`config.mk`:
```
export PLATFORM = sky130hd
export DESIGN_NAME = rob_wr_arbiter
export DESIGN_NICKNAME = d
export VERILOG_FILES = /design/src/rtl/rob_wr_arbiter.sv
export SDC_FILE = /design/constraint.sdc
export NUM_CORES = 1
export LEC_CHECK = 0
export ABC_AREA = 1
export CORE_MARGIN = 4
export CORE_UTILIZATION = 49
export CTS_CLUSTER_DIAMETER = 120
export DETAILED_ROUTE_END_ITERATION = 8
export PLACE_DENSITY_LB_ADDON = 0.3
export SETUP_SLACK_MARGIN = 0.02
export SKIP_LAST_GASP = 1
export SYNTH_ARGS = -nofsm -noshare
export SYNTH_HDL_FRONTEND = slang
export SYNTH_SLANG_ARGS = --single-unit
```
`constraint.sdc`:
```
create_clock -name clk -period 1.9 [get_ports clk]
set_input_delay 0.19 -clock clk [delete_from_list [all_inputs] [get_ports clk]]
set_output_delay 0.19 -clock clk [all_outputs]
set_load 0.02 [all_outputs]
```
`src/rtl/rob_wr_arbiter.sv`:
```
// rob_wr_arbiter: merges short- and long-pipeline writeback packets into the single ROB write port
// Ports:
//   clk, reset (async, active-low)
//   sp_valid/sp_pkt/sp_ready : short-pipeline packet input with its buffer-ready
//   lp_valid/lp_pkt/lp_ready : long-pipeline packet input with its buffer-ready
//   flush                    : synchronous discard of every buffered packet
//   rob_we/rob_pkt/rob_src   : registered ROB write (src 0 = short, 1 = long)
//   conflict_cnt             : saturating count of cycles with both buffers non-empty
module rob_wr_arbiter #(
  parameter int ROB_REGISTER_SIZE = 41,
  parameter int FIFO_DEPTH = 2
) (
  input  logic                         clk,
  input  logic                         reset,
  input  logic                         sp_valid,
  input  logic [ROB_REGISTER_SIZE-1:0] sp_pkt,
  output logic                         sp_ready,
  input  logic                         lp_valid,
  input  logic [ROB_REGISTER_SIZE-1:0] lp_pkt,
  output logic                         lp_ready,
  input  logic                         flush,
  output logic                         rob_we,
  output logic [ROB_REGISTER_SIZE-1:0] rob_pkt,
  output logic                         rob_src,
  output logic [7:0]                   conflict_cnt
);
  localparam int PW = (FIFO_DEPTH == 4) ? 2 : 1;
  localparam int CW = PW + 1;
  localparam logic [CW-1:0] FULL = CW'(FIFO_DEPTH);
  logic [ROB_REGISTER_SIZE-1:0] mem_q [2][FIFO_DEPTH];
  logic [ROB_REGISTER_SIZE-1:0] mem_d [2][FIFO_DEPTH];
  logic [ROB_REGISTER_SIZE-1:0] pkt_in [2];
  logic [PW-1:0] wr_ptr_q [2];
  logic [PW-1:0] wr_ptr_d [2];
  logic [PW-1:0] rd_ptr_q [2];
  logic [PW-1:0] rd_ptr_d [2];
  logic [CW-1:0] cnt_q [2];
  logic [CW-1:0] cnt_d [2];
  logic [1:0] valid_in, ready, push, pop, ne;
  logic sel, pop_any;
  logic rr_q, rr_d;
  logic rob_we_q, rob_we_d;
  logic rob_src_q, rob_src_d;
  logic [ROB_REGISTER_SIZE-1:0] rob_pkt_q, rob_pkt_d;
  logic [7:0] conflict_cnt_q, conflict_cnt_d;
  always_comb begin
    valid_in = {lp_valid, sp_valid};
    pkt_in[0] = sp_pkt;
    pkt_in[1] = lp_pkt;
    for (int s = 0; s < 2; s++) begin
      ready[s] = cnt_q[s] < FULL;
      ne[s] = cnt_q[s] != '0;
      push[s] = valid_in[s] && ready[s] && !flush;
    end
    // rr only arbitrates a true conflict; a lone non-empty source always wins
    sel = (ne[0] && ne[1]) ? rr_q : ne[1];
    pop_any = (|ne) && !flush;
    pop = pop_any ? (sel ? 2'b10 : 2'b01) : 2'b00;
    mem_d = mem_q;
    for (int s = 0; s < 2; s++) begin
      wr_ptr_d[s] = flush ? '0 : wr_ptr_q[s] + PW'(push[s]);
      rd_ptr_d[s] = flush ? '0 : rd_ptr_q[s] + PW'(pop[s]);
      cnt_d[s] = flush ? '0 : cnt_q[s] + CW'(push[s]) - CW'(pop[s]);
      if (push[s]) mem_d[s][wr_ptr_q[s]] = pkt_in[s];
    end
    rr_d = flush ? 1'b0 : (pop_any ? ~sel : rr_q);
    rob_we_d = pop_any;
    rob_src_d = pop_any ? sel : rob_src_q;
    rob_pkt_d = pop_any ? mem_q[sel][rd_ptr_q[sel]] : rob_pkt_q;
    conflict_cnt_d = (!flush && (&ne) && conflict_cnt_q != 8'hFF) ? conflict_cnt_q + 8'd1 : conflict_cnt_q;
  end
  // storage needs no reset: counts and pointers define what is valid
  always_ff @(posedge clk) mem_q <= mem_d;
  always_ff @(posedge clk or negedge reset) begin
    if (!reset) begin
      for (int s = 0; s < 2; s++) begin
        wr_ptr_q[s] <= '0;
        rd_ptr_q[s] <= '0;
        cnt_q[s] <= '0;
      end
      rr_q <= 1'b0;
      rob_we_q <= 1'b0;
      rob_src_q <= 1'b0;
      rob_pkt_q <= '0;
      conflict_cnt_q <= '0;
    end else begin
      for (int s = 0; s < 2; s++) begin
        wr_ptr_q[s] <= wr_ptr_d[s];
        rd_ptr_q[s] <= rd_ptr_d[s];
        cnt_q[s] <= cnt_d[s];
      end
      rr_q <= rr_d;
      rob_we_q <= rob_we_d;
      rob_src_q <= rob_src_d;
      rob_pkt_q <= rob_pkt_d;
      conflict_cnt_q <= conflict_cnt_d;
    end
  end
  assign sp_ready = ready[0];
  assign lp_ready = ready[1];
  assign rob_we = rob_we_q;
  assign rob_src = rob_src_q;
  assign rob_pkt = rob_pkt_q;
  assign conflict_cnt = conflict_cnt_q;
endmodule

```
==> notes.md <==
Physical implementation

The most critical min-delay path falls under input pin to async pin. The final weighted congestion recorded by global placement is 0.824. Setup violations remaining at the end of the flow were counted as 0. The total combinational power is 6.84 mW. The critical-path maximum fanout is 2. In this run the critical register-to-register path is captured at cnt_q[3].

The total met3 wirelength after detailed routing is 1000 um. The die is 145 um tall. In this run the power density over the cells is 1530 nW/um2.

Looking at the post-CTS report, the setup buffer insertion count equals 0. The cell area after placement is 11100 um2. For the worst setup path, the data required time is 1.71 ns. For this run, the detailed router reports a per-instance via density of 5.06. OpenSTA lists the critical path startpoint as rob_pkt[40]. The total wirelength of the detailed-routed design is 21500 um. The horizontal die dimension reported for this design is 145 um. The total of buffers placed on input and output ports is 139. The top-level I/O count is 140. Among all stages on the critical path, the maximum delay recorded is 0.64 ns. The power consumed by the clock network is 4.90 mW.

Of the post-synthesis cell area, the dominant cell type holds 0.533. STA on the placed design reports a worst setup slack of 0.00877 ns. The launch point of the worst register-to-register path is recorded as cnt_q[3].

The number of synthesized flops with an enable pin is 164. The total area inside the core boundary comes to 18300 um2. Signal nets in the final route climb as high as met4. The sequential group power is 6.54 mW. The sum of buffers and inverters on the critical path is 1. The tool warning count for the run is 30. The synthesis area per yosys is 9240 um2. Counting flops and latches in the post-synthesis netlist gives 224. The final design instance area without fill is 12000 um2. The met1 wire length is 9370 um. In this run, CTS created clock tree buffers numbering 24. The worst hold margin is 0.205 ns.

The post-synthesis cell area is 9240 um2. The run finished with clean final reports. For this design the static power due to leakage is 5.17 nW. In the final report, the number of hold violations comes to 0. Per the final report, max-transition violations number 0. Setup slack on the worst reg-to-reg path comes out at 0.12 ns.

In the floorplan report the effective utilization is 0.506. The sequential group share of total power is 0.358. The end of the critical path is rob_pkt[40]. Clock tree synthesis found a total of 224 sinks. Per the CTS log, the maximum H-tree level is 1.

STA classifies the critical path endpoint as an output pin. The power group with the highest consumption is combinational cells. After synthesis, the most frequently instantiated cells are 436 x nand2_1, 164 x edfxtp_1, 88 x nand3_1, 60 x dfrtp_1, 21 x buf_2. For this run, design rule violations remaining after detail routing come to 0. In this run the remaining antenna-violating nets after routing total 0. Based on the critical path, the design can be clocked at up to 557 MHz. The worst-case vdd ir drop is 920 uV. The report puts the hold buffer count at CTS at 1.

At the worst endpoint, the arrival time is 1.61 ns. The layout net count is 1111. On met3, the global router reports a usage of 0.0327. The cell with the biggest individual delay on the critical path is clkdlybuf4s50_1.

The transition time recorded at the tightest slew-check pin is 0.588 ns. Per Yosys stat, the portion of area used by sequential elements is 0.696. Setup repair after global routing could not meet its margin everywhere. The met1 demand-to-capacity share in global routing is 0.267. The final period utilization is 0.945. Of the total power, the share spent switching nets is 0.354.

Summed over all nets, wire length on met2 after detailed routing comes to 10800 um. The first-pass iteration count of the detailed router is 7. The number of cell instances on the worst register-to-register path is 9. Entering global routing, the biggest net connects 58 pins. Overall routing resource usage recorded by global route was 0.199.

The post-cts resize count is 2. Counting every net in the synthesized netlist gives 956. The initial antenna violation count is 0.

The slew check shows that the tightest pin keeps a relative margin of 0.608. Per the CTS log, the buffer count on the longest clock path is 3. Looking at the clock tree report, the root buffer type is clkbuf_16. The final setup skew is 0.0124 ns. For this run the aggregate overflow at the end of global routing stands at 0. The overall power after layout is 18.3 mW. After global routing, the most crowded layer is met2. The standard-cell row count is 49. The flip-flop count of the largest register, all copies and words added is 164. The count of unique library cells instantiated by Yosys is 24. The number of synthesis warnings is 0. In the synthesized netlist the dominant register cell turns out to be edfxtp_1.

The number of cells on the critical path is 1.
## cells by family (layout without fill, tap and decap cells)
family,count (synthesis),count (layout),synth area share
compound gates,10,10,0.00907
xor+xnor,11,11,0.0104
fa+ha+maj,9,9,0.0122
buf+inv,65,238,0.0386
flops,224,224,0.696
simple gates,541,541,0.234
## placed cells by master, fill, tap and decap left out, types with 11 or more instances in the layout
cell,instances
inv_1,19
clkbuf_16,26
buf_12,14
nor2_1,11
nand3_1,88
edfxtp_1,164
clkdlybuf4s50_1,136
nand2_1,434
buf_4,16
dfrtp_1,59
## final cells by class
type | count | area (um2)
Clock buffer | 27 | 633
Clock inverter | 17 | 211
Fill cell | 1426 | 6310
Inverter | 21 | 78.8
Multi-Input combinational cell | 571 | 2470
Sequential cell | 224 | 6430
Tap cell | 229 | 287
Timing Repair Buffer | 173 | 1850
Fig. 1: wire density map
29 x 29 tiles, from dark blue (low) to red (high), scaled to the fullest tile. Values are wire area over tile area, all layers added.
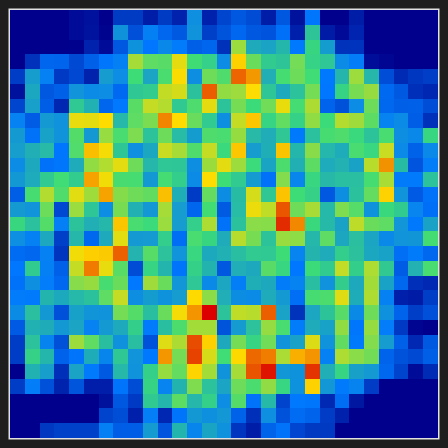
tiles over half the peak: 28%
nearly empty tiles: 9.0%
mean over tiles: 0.16
fullest tile: 0.44

Fig. 2: cell outlines without signal wires
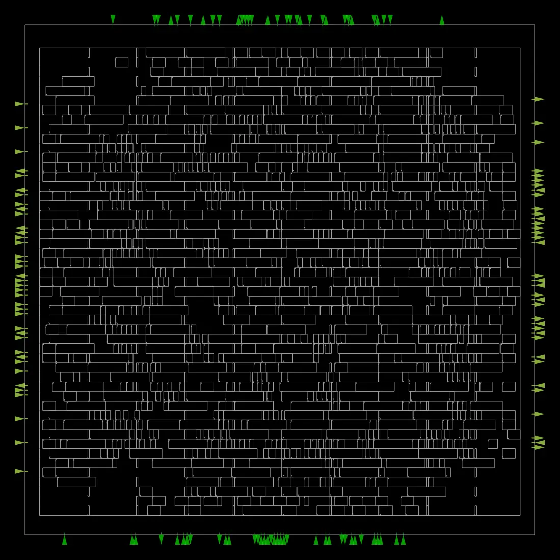
fillcell total: 1426
Layout Utilization: 0.654
sequential cells: 224
Cell Count, Final, Fillers Out: 1262

Power is estimated from default activity; no workload was simulated.
